==> config.mk <==
export PLATFORM = sky130hd
export DESIGN_NAME = instr_fetch_unit_flat
export DESIGN_NICKNAME = d
export VERILOG_FILES = /design/src/rtl/instr_fetch_unit_if.sv /design/src/rtl/instr_fetch_unit.sv /design/src/flat_wrapper.sv
export SDC_FILE = /design/constraint.sdc
export NUM_CORES = 1
export LEC_CHECK = 0
export ABC_AREA = 1
export CAP_MARGIN = 20
export CORE_MARGIN = 8
export CORE_UTILIZATION = 48
export DETAILED_ROUTE_END_ITERATION = 8
export PLACE_DENSITY = 0.8
export SYNTH_ARGS = -nofsm -noshare
export SYNTH_HDL_FRONTEND = slang
export SYNTH_SLANG_ARGS = --single-unit
==> constraint.sdc <==
create_clock -name clk -period 1.9 [get_ports clk]
set_clock_uncertainty 0.05 [all_clocks]
set_input_delay 0.19 -clock clk [delete_from_list [all_inputs] [get_ports clk]]
set_output_delay 0.19 -clock clk [all_outputs]
set_load 0.01 [all_outputs]
==> src/rtl/instr_fetch_unit_if.sv <==
// instr_fetch_unit_if: bus bundle between the fetch unit, instruction memory
// and the decode stage.
//   imem_req/imem_addr     fetch request and word-aligned byte address
//   imem_ready             memory accepts the request this cycle
//   imem_rvalid/imem_rdata response strobe and instruction word
//   instr_valid/instr/instr_pc  fetched instruction offered to decode
//   instr_ready            decode consumes the instruction this cycle
// modport master: fetch unit side. modport slave: memory + decode side.
interface instr_fetch_unit_if #(
  parameter int unsigned XLEN = 32
);
  logic            imem_req;
  logic [XLEN-1:0] imem_addr;
  logic            imem_ready;
  logic            imem_rvalid;
  logic [XLEN-1:0] imem_rdata;
  logic            instr_valid;
  logic [XLEN-1:0] instr;
  logic [XLEN-1:0] instr_pc;
  logic            instr_ready;

  modport master (
    output imem_req, imem_addr,
    input  imem_ready, imem_rvalid, imem_rdata,
    output instr_valid, instr, instr_pc,
    input  instr_ready
  );

  modport slave (
    input  imem_req, imem_addr,
    output imem_ready, imem_rvalid, imem_rdata,
    input  instr_valid, instr, instr_pc,
    output instr_ready
  );
endinterface

==> src/rtl/instr_fetch_unit.sv <==
// instr_fetch_unit: RV32I front end. Owns the PC, issues one word fetch at a
// time over a req/ready + rvalid handshake, and offers each instruction with
// its PC to decode over valid/ready. Branch/JAL redirects from execute flush
// the offered instruction and discard any stale in-flight response.
// Ports:
//   clk             rising-edge clock
//   rst             asynchronous active-low reset
//   bus             instr_fetch_unit_if.master (imem_* and instr_* signals)
//   redirect_valid  one-cycle redirect pulse
//   redirect_pc     redirect target
//   fetch_misaligned  (only with FETCH_MISALIGN_CHECK_EN) sticky flag set by
//                   a misaligned redirect; fetching stalls until an aligned
//                   redirect clears it
// Build option: define FETCH_MISALIGN_CHECK_EN to enable misaligned-redirect
// detection; otherwise redirect_pc[1:0] is forced to zero.
module instr_fetch_unit #(
  parameter int unsigned    XLEN     = 32,
  parameter logic [XLEN-1:0] RESET_PC = '0
) (
  input  logic                  clk,
  input  logic                  rst,
  instr_fetch_unit_if.master    bus,
  input  logic                  redirect_valid,
  input  logic [XLEN-1:0]       redirect_pc
`ifdef FETCH_MISALIGN_CHECK_EN
  , output logic                fetch_misaligned
`endif
);

  typedef enum logic [1:0] {
    ST_REQ  = 2'd0,
    ST_WAIT = 2'd1,
    ST_HOLD = 2'd2
  } state_t;

  state_t          state_q, state_d;
  logic [XLEN-1:0] pc_q, pc_d;
  logic [XLEN-1:0] fetch_pc_q, fetch_pc_d;
  logic            drop_q, drop_d;
  logic            instr_valid_q, instr_valid_d;
  logic [XLEN-1:0] instr_q, instr_d;
  logic [XLEN-1:0] instr_pc_q, instr_pc_d;
  logic            misaligned_q, misaligned_d;

  logic [XLEN-1:0] redir_tgt;
  logic            redir_bad;
  logic            fetch_stall;
  logic            accept;

  always_comb begin
`ifdef FETCH_MISALIGN_CHECK_EN
    redir_tgt   = redirect_pc;
    redir_bad   = |redirect_pc[1:0];
    fetch_stall = misaligned_q;
`else
    redir_tgt   = redirect_pc & ~XLEN'(3);
    redir_bad   = 1'b0;
    fetch_stall = 1'b0;
`endif
  end

  // Request is gated by rst so nothing is issued while reset is held.
  assign bus.imem_req    = rst && (state_q == ST_REQ) && !fetch_stall;
  assign bus.imem_addr   = pc_q;
  assign accept          = bus.imem_req && bus.imem_ready;

  assign bus.instr_valid = instr_valid_q;
  assign bus.instr       = instr_q;
  assign bus.instr_pc    = instr_pc_q;

  always_comb begin
    state_d       = state_q;
    pc_d          = pc_q;
    fetch_pc_d    = fetch_pc_q;
    drop_d        = drop_q;
    instr_valid_d = instr_valid_q;
    instr_d       = instr_q;
    instr_pc_d    = instr_pc_q;
    misaligned_d  = misaligned_q;

    unique case (state_q)
      ST_REQ: begin
        if (accept) begin
          fetch_pc_d = pc_q;
          state_d    = ST_WAIT;
          // The old address was already accepted; its response is stale.
          if (redirect_valid) drop_d = 1'b1;
        end
      end
      ST_WAIT: begin
        if (bus.imem_rvalid) begin
          if (drop_q || redirect_valid) begin
            drop_d  = 1'b0;
            state_d = ST_REQ;
          end else begin
            instr_d       = bus.imem_rdata;
            instr_pc_d    = fetch_pc_q;
            instr_valid_d = 1'b1;
            pc_d          = fetch_pc_q + XLEN'(4);
            state_d       = ST_HOLD;
          end
        end else if (redirect_valid) begin
          drop_d = 1'b1;
        end
      end
      ST_HOLD: begin
        if (redirect_valid || bus.instr_ready) begin
          instr_valid_d = 1'b0;
          state_d       = ST_REQ;
        end
      end
      default: state_d = ST_REQ;
    endcase

    // Redirect overrides any pc/valid update chosen above.
    if (redirect_valid) begin
      pc_d          = redir_tgt;
      instr_valid_d = 1'b0;
      misaligned_d  = redir_bad;
    end
  end

  always_ff @(posedge clk or negedge rst) begin
    if (!rst) begin
      state_q       <= ST_REQ;
      pc_q          <= RESET_PC;
      fetch_pc_q    <= RESET_PC;
      drop_q        <= 1'b0;
      instr_valid_q <= 1'b0;
      instr_q       <= '0;
      instr_pc_q    <= '0;
      misaligned_q  <= 1'b0;
    end else begin
      state_q       <= state_d;
      pc_q          <= pc_d;
      fetch_pc_q    <= fetch_pc_d;
      drop_q        <= drop_d;
      instr_valid_q <= instr_valid_d;
      instr_q       <= instr_d;
      instr_pc_q    <= instr_pc_d;
      misaligned_q  <= misaligned_d;
    end
  end

`ifdef FETCH_MISALIGN_CHECK_EN
  assign fetch_misaligned = misaligned_q;
`else
  logic unused_misaligned;
  assign unused_misaligned = misaligned_q ^ misaligned_d ^ redir_bad;
`endif

endmodule

==> src/flat_wrapper.sv <==
// flat-port wrapper written by rule: the top's interface ports become plain ports
module instr_fetch_unit_flat 
#(
  parameter int unsigned    XLEN     = 32,
  parameter logic [XLEN-1:0] RESET_PC = '0
)
  (clk, rst, redirect_valid, redirect_pc, bus_imem_req, bus_imem_addr, bus_imem_ready, bus_imem_rvalid, bus_imem_rdata, bus_instr_valid, bus_instr, bus_instr_pc, bus_instr_ready);
  instr_fetch_unit_if #(.XLEN(XLEN)) bus_i ();
  input  logic clk;
  input  logic rst;
  input  logic redirect_valid;
  input  logic [XLEN-1:0] redirect_pc;
  output wire logic [$bits(bus_i.imem_req)-1:0] bus_imem_req;
  output wire logic [$bits(bus_i.imem_addr)-1:0] bus_imem_addr;
  input wire logic [$bits(bus_i.imem_ready)-1:0] bus_imem_ready;
  input wire logic [$bits(bus_i.imem_rvalid)-1:0] bus_imem_rvalid;
  input wire logic [$bits(bus_i.imem_rdata)-1:0] bus_imem_rdata;
  output wire logic [$bits(bus_i.instr_valid)-1:0] bus_instr_valid;
  output wire logic [$bits(bus_i.instr)-1:0] bus_instr;
  output wire logic [$bits(bus_i.instr_pc)-1:0] bus_instr_pc;
  input wire logic [$bits(bus_i.instr_ready)-1:0] bus_instr_ready;
  assign bus_imem_req = bus_i.imem_req;
  assign bus_imem_addr = bus_i.imem_addr;
  assign bus_i.imem_ready = bus_imem_ready;
  assign bus_i.imem_rvalid = bus_imem_rvalid;
  assign bus_i.imem_rdata = bus_imem_rdata;
  assign bus_instr_valid = bus_i.instr_valid;
  assign bus_instr = bus_i.instr;
  assign bus_instr_pc = bus_i.instr_pc;
  assign bus_i.instr_ready = bus_instr_ready;
  instr_fetch_unit #(.XLEN(XLEN), .RESET_PC(RESET_PC)) u_core (.clk(clk), .rst(rst), .bus(bus_i), .redirect_valid(redirect_valid), .redirect_pc(redirect_pc));
endmodule
==> notes.md, run 1 <==
fresh numbers from the pnr run: setup ws final=0.176 ns, Final Wtd Congestion=0.877, cell family contributing the most delay on the critical path=flip-flops, Synth Flop Type=dfrtp_1, critical path class=register to output port, most frequent cells in the layout=nand2_1, clkdlybuf4s50_1, dfrtp_1, Post-Syn Nets=821, max cap viols=0, Cell variety after synth=33, Basic Gates by Area=28.4%, static leakage=4.04 nW, outcome=finished clean, antenna cells=0, share of layout cells above drive strength 1=about 7.6%, Pre-Repair DR Iteration Count=5, Yosys top cell by area=dfrtp_1, EDFF count, synth=0, vias after detailed routing=5618, postcts setup bufs=0, clock latency on the worst-skew pair=just over 0.4 ns, Top logic family=simple AND/OR/NAND/NOR gates, Critical Path Max Stage Delay=0.45 ns, ratio of total power to cell area=1350 mW/mm2, Seq cells post-synth=132, dpl ws=about 0.14 ns, WL final=around 17 mm, Register-to-Register Path Depth=10, post-route cell area=0.00854 mm2, Clock Pin Slew Worst Setup and Hold Paths=0.06 ns, clk root buf=clkbuf_16, grt ovf=0, most common library cells after synthesis=nand2_1, dfrtp_1, nor2_1, hold path start=bus_imem_rdata[17], CP Cell Sequence=nor3b_4 -> dlygate4sd2_1, Post-Synth AOI/OAI Area=a little under a tenth, first-pass GRT wire length=roughly 28 mm, Max H-tree Level=4, ys cells=750, TritonCTS clock tree=built, IO Port Bufs=165, area post-placement=0.00789 mm2, DRT iter0 DRCs=428, RSZ-0062 raised after global routing=no, clock buffer depth=2, largest net degree at the start of global routing=between 60 and 70, RR Endpoint=u_core.bus.imem_addr[20]$_DFFE_PN0P_, Final Max Tran Viols=0, Synth async-reset ratio=100%, r2r setup slk=0.20 ns, post-route ant nets=0, Total Routing Usage GR=21.5%, initial antenna violation count=0, cells after synthesis=750, Chip Area, Yosys=0.00606 mm2, Slew HR=44.3%, Log Warnings=28, Hold WS=roughly 0.26 ns, worst-path fanout max=4, Hold EP=u_core.bus.instr[17]$_DFFE_PN0P_, Hold Vio Cnt, Final=0, Worst Max-Slew Pin Slew=0.836 ns, RR Startpoint=u_core.fetch_pc_q[2]$_DFFE_PN0P_, Die H=approximately 130 um, VDD IR max=0.886 mV, Die Span X=128 um, FP Util=between 40 and 50%, sequential share of the synthesized area=54.5%, CORE AREA=0.0125 mm2, Synth top cell by count=nand2_1, Setup crit start kind=register, final net count=994, Power Total=11.6 mW, Hold Crit Depth=3, Max Fclk=580 MHz, I/O pins=168, adder share=0.207%, vias in the first global route=approximately 5600, commonest non-fill, non-tap cell in the layout=nand2_1, Buf+Inv Stages, Crit Path=1, Remaining DRCs=0, CTS Buf Count=17, Mapped Avg Cell Area=8.08 um2, xor/xnor share=0.145%, Synth warnings=0, Post-Syn Area=0.00606 mm2, post-synth top area share=54.5%, WP depth=2, slowest cell on the critical path=dfrtp_1, clock sinks=132, post-detail-place hpwl=about 12 mm, total negative slack=0 ns, Hold Path Class=primary input to register, Mux area share=0%, WP data required=1.66 ns, growth of design area from synthesis to finish=40.9%, Final setup viols=0, fin crit period=1.72 ns, Worst EP arrival=1.48 ns, Setup crit end kind=output port, die area=0.0165 mm2, post-DR vias/cell=5.07, Cell area leaders=dfrtp_1, nand2_1, nor2_1, cycle use final=90.7%
[run 1: through the flow]
| step | instances | util [%] |
|---|---|---|
| floorplan | 750 | - |
| detailed placement | 1075 | 63.3 |
| global placement | 1075 | 63.3 |
| finish | 1108 | 68.5 |
| CTS | 1108 | 68.5 |
| global route | 1108 | 68.5 |
[run 1: worst register-to-register path, stage by stage (launching register included)]
cell and delay (ns):
dfrtp_1 0.40, ha_1 0.23, nand2_1 0.11, inv_1 0.12, nand3_1 0.14, nor2_1 0.24
nand2_1 0.08, nand2_1 0.06, nand3_1 0.06, nand2_1 0.07, nand2_1 0.04
[run 1: state kept, by name (all words and copies together), names as in the netlist]
name and count:
u_core.fetch_pc_q 32, u_core.state_q 2, u_core.bus.imem_addr 32, u_core.bus.instr 32, u_core.bus.instr_pc 32, u_core.bus.instr_valid 1, u_core.drop_q 1
[run 1: area by class of cell]
| class | count | area [um2] |
|---|---|---|
| Sequential cell | 132 | 3300 |
| Timing Repair Buffer | 185 | 1840 |
| Multi-Input combinational cell | 525 | 2310 |
| Clock buffer | 20 | 457 |
| Fill cell | 1061 | 3930 |
| Clock inverter | 12 | 179 |
| Tap cell | 172 | 215 |
| Inverter | 62 | 234 |
[run 1: per-layer routing]
metal  global-route usage (%)  wire, um
met4                     10.0       508
met1                     26.1      7180
met2                     34.4      8320
met5                        0         0
met3                     6.58      1300
[run 1: worst max-delay path by stage]
stage,startpoint,end,slack (ns)
after floorplan,u_core.state_q[1]$_DFFE_PN0P_,u_core.fetch_pc_q[19]$_DFFE_PN0P_,0.43
after global placement,bus_imem_rvalid,u_core.bus.instr[23]$_DFFE_PN0P_,0.16
after detailed placement,bus_imem_rvalid,u_core.bus.instr[8]$_DFFE_PN0P_,0.14
after CTS,u_core.state_q[1]$_DFFE_PN0P_,bus_imem_req,0.16
after global routing,u_core.fetch_pc_q[2]$_DFFE_PN0P_,u_core.bus.imem_addr[20]$_DFFE_PN0P_,0.002
final,u_core.state_q[1]$_DFFE_PN0P_,bus_imem_req,0.18
[run 1: logic make-up after synthesis]
| family | Yosys count |
|---|---|
| adder cells (fa/ha/maj) | 1 |
| flip-flops | 132 |
| XOR/XNOR | 1 |
| AND-OR/OR-AND | 101 |
| buffers and inverters | 93 |
| AND/OR/NAND/NOR | 422 |
[run 1: where the power goes]
part / switching [mW] / leakage [nW] / internal (mW)
Sequential: 0.643 / 1.63 / 3.73
Combinational: 1.77 / 2.11 / 1.93
Clock: 1.22 / 0.302 / 2.27
Total: 3.63 / 4.04 / 7.93
[run 1: timing repair]
item | in CTS | in global routing
setup endpoints to repair | 1 | 0
hold buffers | 1 | 0
resized | 2 | 0
endpoints found under the hold margin | 132 | 0
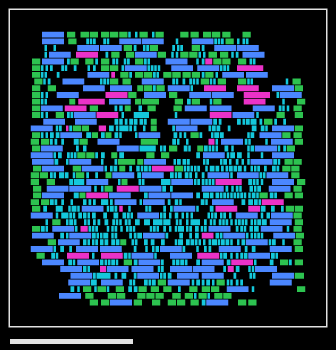
**Above:** run 1 (cell classes on the final placement).
Scale bar: 50 um.
legend:
  clock drivers and dummy loads:
    color: magenta
    cells: 32
    share_of_their_area: 7.6%
  other buffers and delay cells:
    color: green
    cells: 185
    share_of_their_area: 22%
  flops:
    color: blue
    cells: 132
    share_of_their_area: 40%
  all other logic:
    color: cyan
    cells: 587
    share_of_their_area: 31%
Seq/total area: 38.7%
row count: 41

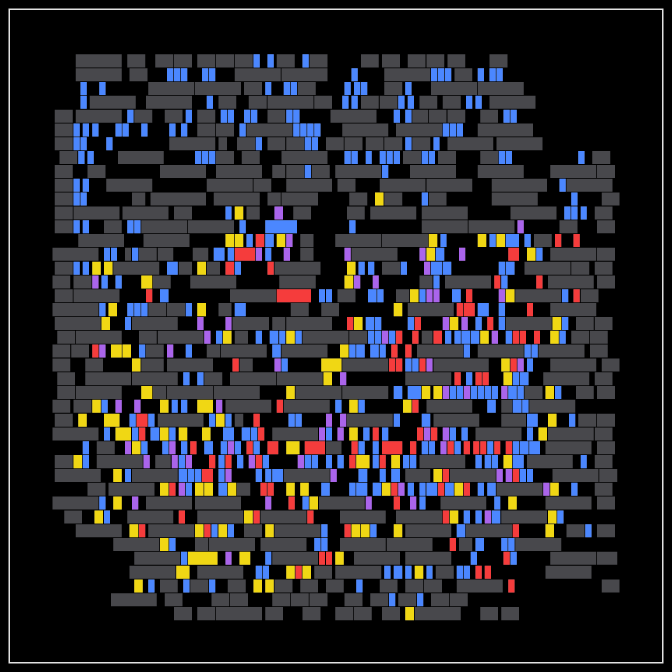
**Above:** run 1 (selected gate families).
legend:
  inverting AOI/OAI gates:
    color: yellow
    cells: 101
  inverters:
    color: purple
    cells: 62
  NOR gates:
    color: red
    cells: 90
  NAND gates:
    color: blue
    cells: 330
multi-input combinational area share: 27.0%
Post-Layout Cell Count: 1108

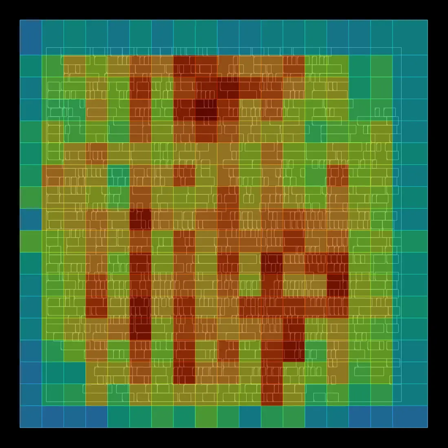
**Above:** run 1 (congestion heat map).
final core occ: 68.5%
Routed WL per cell: 15.6 um
GR Util met1: 26.1%
GRT busiest layer: met2

==> inputs of run 2 (changes only) <==
--- a/config.mk
+++ b/config.mk
@@ -9,8 +9,10 @@
 export CAP_MARGIN = 20
 export CORE_MARGIN = 8
 export CORE_UTILIZATION = 48
+export CTS_CLUSTER_SIZE = 24
 export DETAILED_ROUTE_END_ITERATION = 8
 export PLACE_DENSITY = 0.8
+export SLEW_MARGIN = 20
 export SYNTH_ARGS = -nofsm -noshare
 export SYNTH_HDL_FRONTEND = slang
 export SYNTH_SLANG_ARGS = --single-unit
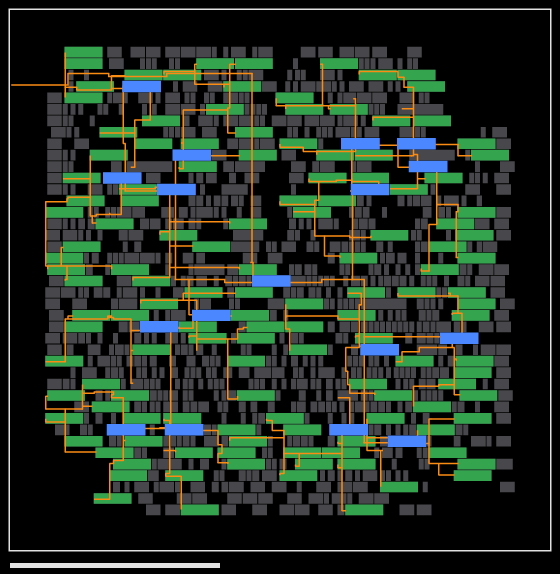
**Above:** run 2 (clock wires, drivers and flops).
Scale bar: 50 um.
legend:
  clock wires:
    color: orange
    length: 1630 um
  cells driving clock nets:
    color: blue
    count: 17
  flip-flops:
    color: green
    count: 132
routed clock nets: 18
flops lie: spread over the die

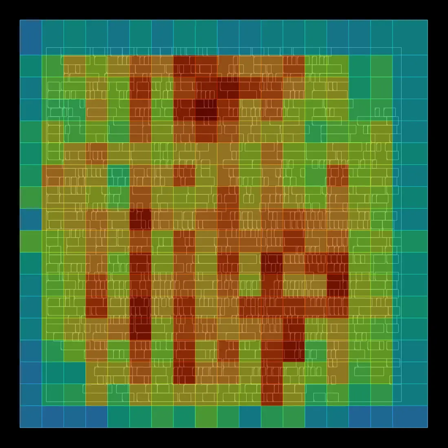
**Above:** run 2 (congestion heat map).
met2 Track Usage GR: 34.4%
Global Route met3 Usage: 6.58%
Total Routing Usage GR: 21.5%

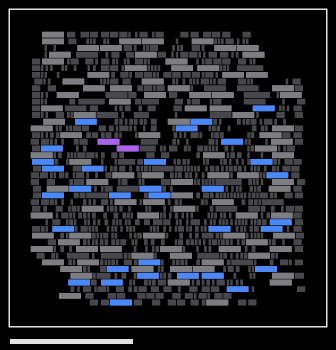
**Above:** run 2 (sequential cells colored by netlist name).
Scale bar: 50 um.
legend:
  u_core.bus.imem_addr:
    color: blue
    sequential_cells: 32
  u_core.state_q:
    color: purple
    sequential_cells: 2
not colored: 98
register area: 0.00330 mm2
P_seq: 4.37 mW

==> notes.md, run 2 <==
fresh numbers from the pnr run: outcome=finished clean, antenna cells=0 (unchanged), fillers=1061 (unchanged), post-route ant nets=0 (unchanged), Log Warnings=28 (unchanged), Clock Pin Slew Worst Setup and Hold Paths=0.06 ns (about the same), FP Util=48.6% (unchanged), vias in the first global route=5619 (unchanged), sequential share of the synthesized area=54.5% (unchanged), TritonCTS clock tree=built, Routed WL per cell=15.6 um (unchanged), RSZ-0062 raised after global routing=no, Slew HR=44.3% (unchanged), Hold Crit Depth=3 (unchanged), max cap viols=0 (unchanged), WP data required=1.66 ns (about the same), Setup crit start kind=register, Seq cells post-synth=132 (unchanged), Register-to-Register Path Depth=10 (unchanged), most frequent cells in the layout=nand2_1, clkdlybuf4s50_1, dfrtp_1, Worst Max-Slew Pin Slew=0.836 ns (unchanged), Final Max Tran Viols=0 (unchanged), first-pass GRT wire length=27.8 mm (unchanged), largest net degree at the start of global routing=67 (unchanged), clock buffer depth=2 (unchanged), CORE AREA=0.0125 mm2 (unchanged), Pre-Repair DR Iteration Count=5 (unchanged), Die Span X=128 um (unchanged), Max H-tree Level=4 (unchanged), adder share=0.207% (unchanged), Cell area leaders=dfrtp_1, nand2_1, nor2_1, I/O pins=168 (unchanged), Cell variety after synth=33 (unchanged), cycle use final=90.7% (unchanged), growth of design area from synthesis to finish=40.9% (unchanged), most common library cells after synthesis=nand2_1, dfrtp_1, nor2_1, EDFF count, synth=0 (unchanged), post-detail-place hpwl=12.4 mm (unchanged), Max Fclk=580 MHz (unchanged), grt ovf=0 (unchanged), Comb area=0.00231 mm2 (unchanged), Final setup viols=0 (unchanged), IO Port Bufs=165 (unchanged), Post-Syn Nets=821 (unchanged), xor/xnor share=0.145% (unchanged), commonest non-fill, non-tap cell in the layout=nand2_1, Post-Syn Area=0.00606 mm2 (unchanged), total negative slack=0 ns (unchanged), share of layout cells above drive strength 1=7.59% (unchanged), Synth warnings=0 (unchanged), worst-path fanout max=4 (unchanged), clk root buf=clkbuf_16, ratio of total power to cell area=1350 mW/mm2 (unchanged), Chip Area, Yosys=0.00606 mm2 (unchanged), Die H=128 um (unchanged), Mapped Avg Cell Area=8.08 um2 (unchanged), Yosys top cell by area=dfrtp_1, clock sinks=132 (unchanged), post-synth top area share=54.5% (unchanged), Top logic family=simple AND/OR/NAND/NOR gates, Mux area share=0% (unchanged), Hold Vio Cnt, Final=0 (unchanged)
## run 2: cell counts after synthesis
Identical to the previous run, type by type.
## run 2: worst max-delay path by stage
stage / end / cells after the start
after CTS: bus_imem_req / 2
final: bus_imem_req / 2
after floorplan: u_core.fetch_pc_q[19]$_DFFE_PN0P_ / 6
after detailed placement: u_core.bus.instr[8]$_DFFE_PN0P_ / 8
after global placement: u_core.bus.instr[23]$_DFFE_PN0P_ / 8
after global routing: u_core.bus.imem_addr[20]$_DFFE_PN0P_ / 10
## run 2: final cells by class
class	count	share of cell area [%]
clock inverter	12	2.10
clock buffer	20	5.35
timing repair buffer	185	21.6
multi-input combinational	525	27.0
inverter	62	2.74
tap	172	2.52
sequential	132	38.7
## run 2: worst max-delay path: stages, from the launching register on
cell           delay (ns)
dfrtp_1              0.45
nor3b_4              0.28
dlygate4sd2_1        0.34
## run 2: what timing repair did
action                                  4_1_cts  5_1_grt
endpoints found under the hold margin       132        0
gates resized                                 2        0
hold buffers                                  1        0
endpoints found under the setup margin        1        0
## run 2: where the power goes
group	total [mW]	internal, mW	switching [mW]
registers	4.37	3.73	0.643
logic	3.70	1.93	1.77
clock network	3.48	2.27	1.22
total	11.6	7.93	3.63
## run 2: cell families after synthesis
kind of cell    after synthesis
compound gates              101
xor+xnor                      1
fa+ha+maj                     1
buf+inv                      93
flops                       132
simple gates                422
## run 2: routing by layer
metal / up-vias / part of all wire, % / global-route usage (%)
li1: 2719 / - / -
met3: 38 / 7.5 / 6.58
met1: 2675 / 41 / 26.1
met2: 186 / 48 / 34.4
met4: 0 / 2.9 / 10.0
met5: - / 0 / 0
## run 2: stage by stage
stage / std cells / power (mW) / setup WS, ns
after CTS: 1108 / 11.6 / 0.160
after detailed placement: 1075 / 8.12 / 0.141
after floorplan: 750 / 5.93 / 0.434
after global placement: 1075 / 8.02 / 0.157
after global routing: 1108 / 12.2 / 0.00185
final: 1108 / 11.6 / 0.176
No activity file was given, so power comes from the tool's default toggle rates.
